`src/rtl/branch_stats_counter.sv`:
```
// Branch statistics for the SweRV core: live retired/taken/mispredict counters
// with periodic and on-demand snapshots; clear and freeze arrive from switches.

module branch_stats_counter #(
   parameter int CNT_W       = 32,
   parameter int SNAP_PERIOD = 50_000_000,
   parameter bit SAT         = 1'b1
) (
   input  logic             clk_core,
   input  logic             rstn,
   input  logic             i_br_valid,
   input  logic             i_br_taken,
   input  logic             i_br_mispred,
   input  logic             i_clear,
   input  logic             i_freeze,
   input  logic             i_snap_req,
   output logic [CNT_W-1:0] o_branches,
   output logic [CNT_W-1:0] o_taken,
   output logic [CNT_W-1:0] o_mispred,
   output logic             o_snap_valid,
   output logic             o_overflow
);

   localparam int               PW         = (SNAP_PERIOD > 2) ? $clog2(SNAP_PERIOD) : 1;
   localparam logic [PW-1:0]    PRESC_LAST = PW'(SNAP_PERIOD - 1);
   localparam logic [CNT_W-1:0] CNT_MAX    = {CNT_W{1'b1}};

   typedef enum logic [1:0] {
      RUN    = 2'd0,
      FROZEN = 2'd1,
      CLEAR  = 2'd2
   } state_t;

   state_t           state;
   logic             clr_meta;
   logic             clr_s;
   logic             clr_d;
   logic             frz_meta;
   logic             frz_s;
   logic             clr_rise;
   logic [PW-1:0]    presc;
   logic [CNT_W-1:0] br_cnt;
   logic [CNT_W-1:0] tk_cnt;
   logic [CNT_W-1:0] mp_cnt;
   logic             ev_br;
   logic             ev_tk;
   logic             ev_mp;
   logic             limit_hit;
   logic             auto_snap;
   logic             snap_trig;

   // An event on an all-ones counter either pins it there or wraps it to zero.
   function automatic logic [CNT_W-1:0] bump(input logic [CNT_W-1:0] v, input logic ev);
      logic [CNT_W-1:0] r;
      r = v;
      if (ev) begin
         if (v == CNT_MAX) begin
            r = SAT ? CNT_MAX : '0;
         end else begin
            r = v + CNT_W'(1);
         end
      end
      return r;
   endfunction

   always_ff @(posedge clk_core or negedge rstn) begin
      if (!rstn) begin
         clr_meta <= 1'b0;
         clr_s    <= 1'b0;
         clr_d    <= 1'b0;
         frz_meta <= 1'b0;
         frz_s    <= 1'b0;
      end else begin
         clr_meta <= i_clear;
         clr_s    <= clr_meta;
         clr_d    <= clr_s;
         frz_meta <= i_freeze;
         frz_s    <= frz_meta;
      end
   end

   assign clr_rise = clr_s & ~clr_d;

   always_comb begin
      ev_br     = i_br_valid;
      ev_tk     = i_br_valid & i_br_taken;
      ev_mp     = i_br_valid & i_br_mispred;
      limit_hit = (ev_br && (br_cnt == CNT_MAX)) ||
                  (ev_tk && (tk_cnt == CNT_MAX)) ||
                  (ev_mp && (mp_cnt == CNT_MAX));
      auto_snap = (state == RUN) && (presc == PRESC_LAST);
      snap_trig = auto_snap || (i_snap_req && (state != CLEAR));
   end

   // A clear edge wins over everything; snapshots copy the pre-increment values.
   always_ff @(posedge clk_core or negedge rstn) begin
      if (!rstn) begin
         state        <= RUN;
         presc        <= '0;
         br_cnt       <= '0;
         tk_cnt       <= '0;
         mp_cnt       <= '0;
         o_branches   <= '0;
         o_taken      <= '0;
         o_mispred    <= '0;
         o_snap_valid <= 1'b0;
         o_overflow   <= 1'b0;
      end else begin
         o_snap_valid <= 1'b0;
         if (clr_rise) begin
            state      <= CLEAR;
            presc      <= '0;
            br_cnt     <= '0;
            tk_cnt     <= '0;
            mp_cnt     <= '0;
            o_branches <= '0;
            o_taken    <= '0;
            o_mispred  <= '0;
            o_overflow <= 1'b0;
         end else begin
            if (snap_trig) begin
               o_branches   <= br_cnt;
               o_taken      <= tk_cnt;
               o_mispred    <= mp_cnt;
               o_snap_valid <= 1'b1;
            end
            case (state)
               RUN: begin
                  br_cnt <= bump(br_cnt, ev_br);
                  tk_cnt <= bump(tk_cnt, ev_tk);
                  mp_cnt <= bump(mp_cnt, ev_mp);
                  if (limit_hit) begin
                     o_overflow <= 1'b1;
                  end
                  presc <= auto_snap ? '0 : presc + PW'(1);
                  state <= frz_s ? FROZEN : RUN;
               end
               FROZEN: state <= frz_s ? FROZEN : RUN;
               CLEAR:  state <= frz_s ? FROZEN : RUN;
               default: state <= RUN;
            endcase
         end
      end
   end

endmodule
```
`config.mk`:
```
export PLATFORM = sky130hd
export DESIGN_NAME = branch_stats_counter
export DESIGN_NICKNAME = d
export VERILOG_FILES = /design/src/rtl/branch_stats_counter.sv
export SDC_FILE = /design/constraint.sdc
export NUM_CORES = 1
export LEC_CHECK = 0
export CORE_ASPECT_RATIO = 1.5
export CORE_MARGIN = 2
export CORE_UTILIZATION = 41
export CTS_BUF_LIST = sky130_fd_sc_hd__clkbuf_16
export DETAILED_ROUTE_END_ITERATION = 16
export GPL_ROUTABILITY_DRIVEN = 0
export PLACE_DENSITY = 0.58
export SYNTH_ARGS = -nofsm -noshare
export SYNTH_HDL_FRONTEND = slang
export SYNTH_SLANG_ARGS = --single-unit
```
`constraint.sdc`:
```
create_clock -name clk_core -period 2.8 [get_ports clk_core]
set_input_delay 0.56 -clock clk_core [delete_from_list [all_inputs] [get_ports clk_core]]
set_output_delay 0.56 -clock clk_core [all_outputs]
set_load 0.02 [all_outputs]
```
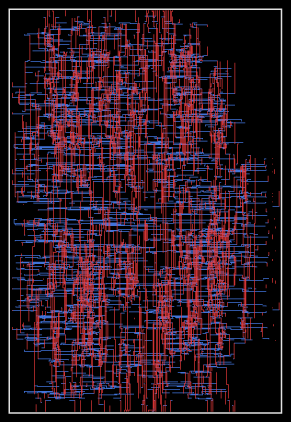
(run_1/metal_stack.png)
Drawn at 2 px/µm. Two of the layers only.
Key: red = met2 [wire length 14000 µm]; blue = met1 [wire length 12100 µm]

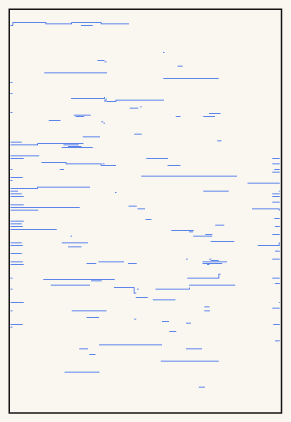
(run_1/met3.png)
Drawn at 2 px/µm.
The layer carries 1130 µm of wire. The wires run mostly horizontal.

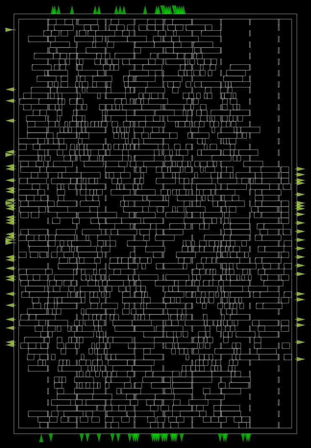
(run_1/final_placement.png)
Core Util, Final: 0.5083
standard-cell rows: 72
sequential cell count: 227
number of non-filler instances in the completed layout: 1466
Core Box Area: 0.02558 mm²

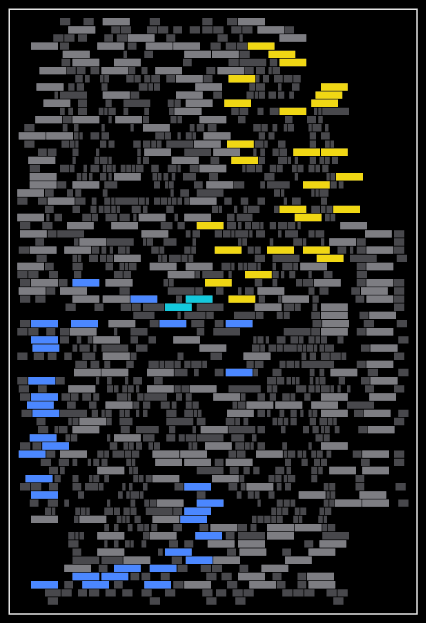
(run_1/registers.png)
Drawn at 3 px/µm. Other sequential cells in the stronger grey, the rest of the logic in the fainter grey.
Key: cyan = `state` [placed flops 2]; blue = `o_mispred` [placed flops 32]; yellow = `presc` [placed flops 26]
Another 167 sequential cells are not coloured.
reported sequential group power: 3390 µW
area used by sequential logic in the layout: 0.005680 mm²

==> deck_impl_summary.md, run 1 <==
Implementation Results

Yosys
  – Total of warnings raised by yosys: 0
  – Synthesized instance count: 1006
  – Adder-cell area share of the yosys netlist: 0.004714
  – Number of flops mapped to enable cells by yosys: 0
  – Dominant kind of combinational cell: simple AND/OR/NAND/NOR gates
  – #FFs+latches synth: 227
  – Max-area cell share: 0.5350
  – Share of synthesized cell area in and-or and or-and compound cells: 0.2041
  – Most common cell in the synthesized netlist: dfrtp_1
  – Area leader, netlist: dfrtp_1
  – Commonest cells post-synth: dfrtp_1 (227), a22o_1 (97), nor2_1 (71)
  – Synthesized netlist net count: 1018
  – Main flop type: dfrtp_1
  – Number of distinct library cells after synthesis: 66
  – Number of standard cells reported by yosys: 1006
  – Sequential share of the synthesized area: 0.5350
  – Simple-Gate Fraction of Synth Area: 0.2089
  – Area reported by Yosys stat: 0.01062 mm²
  – Mapped Avg Cell Area: 10.55 µm²
  – Xor/xnor cell area share of the yosys netlist: 0.01155
  – Share of synthesized registers carrying an async set or reset: 1.000
  – Cell area leaders: dfrtp_1 (53%), a22o_1 (8.0%), nor2_1 (2.5%)
  – Synth mux share: 0.002828
  – Synthesized cell area: 0.01062 mm²

Routing
  – Routed vias: 8698
  – Wire length per cell after detailed routing: 18.90 µm
  – Met2 Wirelength: 13950 µm
  – Highest Signal Layer: met4
  – Detailed-routing iteration count for the pre-antenna-repair pass: 5
  – DRT met1 WL: 12110 µm
  – Routed Antenna Nets: 0
  – Drt initial violations: 456
  – Total wire length after detailed routing: 27700 µm
  – Number of remaining DRC errors: 0
  – Vias per std cell: 5.933
  – Wire length on met3: 1134 µm

Final layout
  – Most frequently placed logic cells in the final layout: dfrtp_1 (227), clkdlybuf4s50_1 (104), a22o_1 (97)
  – Area growth from synthesis to final layout: 22.47%
  – Antenna diode count: 0
  – Ratio of cells with drive above 1 in the final layout: 0.09444
  – Layout clock buffer count: 25
  – Post-layout instance area: 0.01300 mm²
  – Logic area: 0.004632 mm²
  – Final layout net count: 1130
  – Non-clock buffer contribution to total cell area: 0.1120
  – Number of non-clock buffers in the layout: 148
  – Fillers: 2352
  – Non-clock inverter count in the final layout: 17
  – Cell group occupying the most layout area: sequential cells
  – Top logic cell by instance count in the layout: dfrtp_1
  – Clock buffer and inverter area fraction after layout: 0.05802
  – Multi-input gate share of the layout cell area: 0.3562
  – #MultiIn Comb: 700
  – Fraction of area in registers: 0.4368

GRT
  – Global-route track usage on met3: 0.02872
  – Met1 capacity usage during global routing: 0.2776
  – Vias in the first global route: 8640
  – Antenna violations before repair: 0
  – Pin count of the biggest net entering global routing: 68
  – Grt met2 use: 0.3517
  – Grt ovf: 0
  – Most used routing layer in global routing: met2
  – Wire length of the first global-routing pass: 46140 µm
  – Total GRT Usage: 0.2071

Outcome
  – Run status: finished clean

STA
  – Final clock skew: 22.62 ps
  – Setup TNS Final: 0 ps
  – Tightest hold margin: 347.4 ps
  – Final number of max-transition violations: 0
  – Transition at the pin with the smallest max-transition slack: 972.5 ps
  – Fin. Hold Viols: 0
  – Post-layout worst setup margin: 383.5 ps
  – Final-report setup violation count: 0
  – Headroom to the max-slew limit: 0.3501
  – Peak Freq: 413.8 MHz
  – Clock period minus worst slack: 2417 ps
  – Setup repair after global routing missed its margin: false
  – Period utilization: 0.8630

Placement
  – Placed Area: 0.01224 mm²
  – Port bufs: 105
  – Detailed-placement wirelength estimate: 18930 µm
  – Number of placed cells counting well taps: 1424
  – Setup slack after placement: 220.1 ps

Clocking
  – Maximum number of buffers from clock root to sink: 3
  – TritonCTS clock tree: yes
  – TritonCTS Buffers: 24
  – Clock transition at the register clock pins on the worst setup and hold paths after CTS: 70 ps
  – Post-cts repair resize count: 0
  – Post-CTS Setup Bufs: 0
  – Hold buffer count at cts: 1
  – CTS sink count: 227
  – Clk latency late pin: 530 ps
  – Library cell used as clock root buffer: clkbuf_16
  – Maximum level of the CTS H-tree: 1

Critical path
  – Kind of critical path: reg2reg
  – Startpoint of the most critical setup path: mp_cnt[0]
  – Worst r2r path cells: 6
  – Endpoint kind of the worst setup timing path: flip-flop
  – Required time at the endpoint of the critical path: 3250 ps
  – Delay-heaviest family, CP: simple AND/OR/NAND/NOR gates
  – Maximum fanout along the worst path: 13
  – CP max-delay cell: or4_4
  – Critical Path Stages: 6
  – Reg-to-Reg End: mp_cnt[31]
  – Buffer and inverter count on the worst path: 1
  – Critical Path Source Type: flip-flop
  – CP Cell Sequence: ha_1 > inv_1 > or4_4 > or3_4 > and2_4 > a211oi_2
  – Largest incremental delay on the critical path: 620 ps
  – Critical path data arrival time: 2860 ps
  – Critical path destination: mp_cnt[31]
  – Reg-to-reg critical path startpoint: mp_cnt[0]
  – Reg2reg setup slack: 380 ps

Power
  – LEAKAGE: 0.005369 µW
  – IR Drop Worst-Case VDD: 0.0004527 V
  – Power per Cell Area: 533.7 mW/mm²
  – Post-layout total power: 6940 µW

Floorplanning
  – IO Pins: 106
  – Vertical extent of the die: 201.1 µm
  – Initial cell density of the core: 0.4150
  – Tapcell count: 333
  – Die area: 0.02723 mm²
  – Die width: 135.4 µm

Job
  – Max capacitance violation total: 0
  – Tally of OpenROAD warnings: 26

Worst hold path
  – Hold Crit Class: reg2reg
==> run 1: power breakdown <==
group	total [µW]	switching [µW]	internal, µW	leakage, µW
Clock	3110	1320	1790	0.000391
Combinational	439	293	145	0.00183
Sequential	3390	61.7	3330	0.00314
Total	6940	1670	5270	0.00537
==> run 1: state kept, by name (all words and copies together) (netlist names), 2 cells and up <==
name and flops:
br_cnt 32, mp_cnt 32, o_branches 32, o_mispred 32
o_taken 32, presc 26, state 2, tk_cnt 32
==> run 1: worst min-delay path by stage <==
stage | start | to | slack, ps | cells past startpoint
finish | clr_meta | clr_s | 350 | 0
CTS | frz_meta | frz_s | 350 | 0
global route | clr_meta | clr_s | 360 | 0
floorplan | rstn | br_cnt[0] | 260 | 0
detailed placement | frz_meta | frz_s | 340 | 0
global placement | clr_meta | clr_s | 330 | 0
## Run 2: what changed since run 1
CORE_ASPECT_RATIO = unset   (was 1.5)
==> run 2 against run 1 <==
The flow now finishes with violations (negative hold slack). Clock-buffer cell count increased by 2. Cell count about the same. Die size about the same. Sequential cell count stayed put. Synthesized cell count did not move. Non-clock buffer count shrank 1. Sequential power about the same. Worst setup slack worse by 10 ps. Hold slack worse by 350 ps. First-iteration DRC count up 38%. Wire length grew 0.12%. Critical path type unchanged. Largest cell class unchanged. Highest routed layer unchanged.
==> deck_impl_summary.md, run 2 <==
Implementation Results

Outcome
  – Failing checks: negative hold slack
  – Run status: finished, violations left

Yosys
  – Simple-Gate Fraction of Synth Area: 0.2089
  – Synthesized instance count: 1006
  – Xor/xnor cell area share of the yosys netlist: 0.01155
  – Number of distinct library cells after synthesis: 66
  – Area reported by Yosys stat: 0.01062 mm²
  – Cell area leaders: dfrtp_1 (53%), a22o_1 (8.0%), nor2_1 (2.5%)
  – Mapped Avg Cell Area: 10.55 µm²
  – Main flop type: dfrtp_1
  – Sequential share of the synthesized area: 0.5350
  – Number of flops mapped to enable cells by yosys: 0

GRT
  – Met1 capacity usage during global routing: 0.3122
  – Grt met2 use: 0.3189
  – Most used routing layer in global routing: met2
  – Wire length of the first global-routing pass: 45770 µm
  – Vias in the first global route: 8328
  – Total GRT Usage: 0.2078
  – Pin count of the biggest net entering global routing: 74

Final layout
  – Logic area: 0.004632 mm²
  – Antenna diode count: 0
  – Ratio of cells with drive above 1 in the final layout: 0.09323
  – Number of non-filler instances in the completed layout: 1467
  – Area growth from synthesis to final layout: 23.06%
  – Final layout net count: 1131
  – Area used by sequential logic in the layout: 0.005680 mm²

Critical path
  – Kind of critical path: reg2reg
  – Worst r2r path cells: 6
  – Maximum fanout along the worst path: 13
  – Reg-to-Reg End: mp_cnt[31]
  – Startpoint of the most critical setup path: mp_cnt[0]
  – Reg2reg setup slack: 370 ps
  – Required time at the endpoint of the critical path: 3250 ps

STA
  – Peak Freq: 412.1 MHz
  – Fin. Hold Viols: 7
  – Clock period minus worst slack: 2427 ps
  – Setup TNS Final: 0 ps
  – Transition at the pin with the smallest max-transition slack: 696.0 ps
  – Tightest hold margin: -6.703 ps

Clocking
  – Hold buffer count at cts: 0
  – Maximum level of the CTS H-tree: 1
  – Library cell used as clock root buffer: clkbuf_16
  – CTS sink count: 227
  – Post-CTS Setup Bufs: 0
  – Clock transition at the register clock pins on the worst setup and hold paths after CTS: 60 ps
  – TritonCTS clock tree: yes

Floorplanning
  – Vertical extent of the die: 164.9 µm
  – Core Box Area: 0.02533 mm²
  – Die area: 0.02720 mm²
  – IO Pins: 106

Routing
  – Number of remaining DRC errors: 0
  – Vias per std cell: 5.896
  – Highest Signal Layer: met4
  – Wire length on met3: 1304 µm
  – Routed Antenna Nets: 0
  – Detailed-routing iteration count for the pre-antenna-repair pass: 6

Power
  – Switching fraction of total power: 0.2368
  – Power drawn by the combinational cells: 445 µW
  – Clock network power share: 0.457
  – Clk pwr: 3220 µW

Placement
  – Port bufs: 105
  – Detailed-placement wirelength estimate: 18580 µm

Worst hold path
  – Hold Crit Class: in2async
==> run 2: netlist changes by cell type in the layout (fill, tap and decap cells not counted), sizes merged <==
cell / previous run / this run
clkbuf: 25 / 27
clkinv: 8 / 6
dlygate4sd3: 1 / 0
inv: 23 / 28
==> run 2: layout make-up <==
| class | count | area share |
|---|---|---|
| multi-input cells | 700 | 0.3545 |
| repair buffers | 147 | 0.1126 |
| flip-flops and latches | 227 | 0.4347 |
| inverters | 17 | 0.004884 |
| clock buffers | 27 | 0.05171 |
| well taps | 330 | 0.03160 |
| clock inverters | 19 | 0.009959 |
==> run 2: worst max-delay path, stage by stage, from the launching register on <==
cell and delay [ps]:
dfrtp_1 450, ha_1 240, inv_1 120, or4_4 620
or3_4 520, and2_4 190, a211oi_2 190
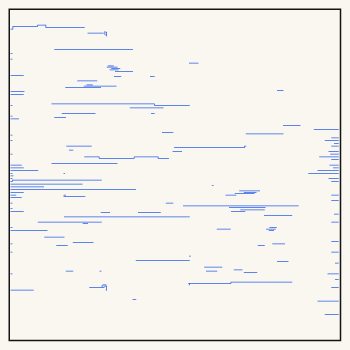
(run_2/met3.png)
Drawn at 2 px/µm.
The layer carries 1300 µm of wire. 104 nets have wire on it.
global-route track usage on met3: 0.03340
routed vias: 8649

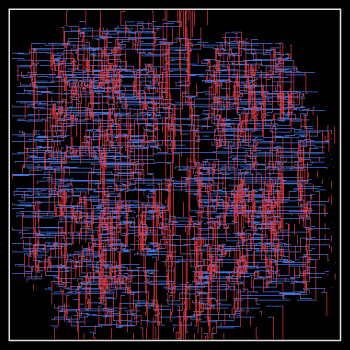
(run_2/metal_stack.png)
Drawn at 2 px/µm. Two of the layers only.
Key: red = met2 [wire length 12400 µm]; blue = met1 [wire length 13700 µm]

Power is estimated from default activity; no workload was simulated.
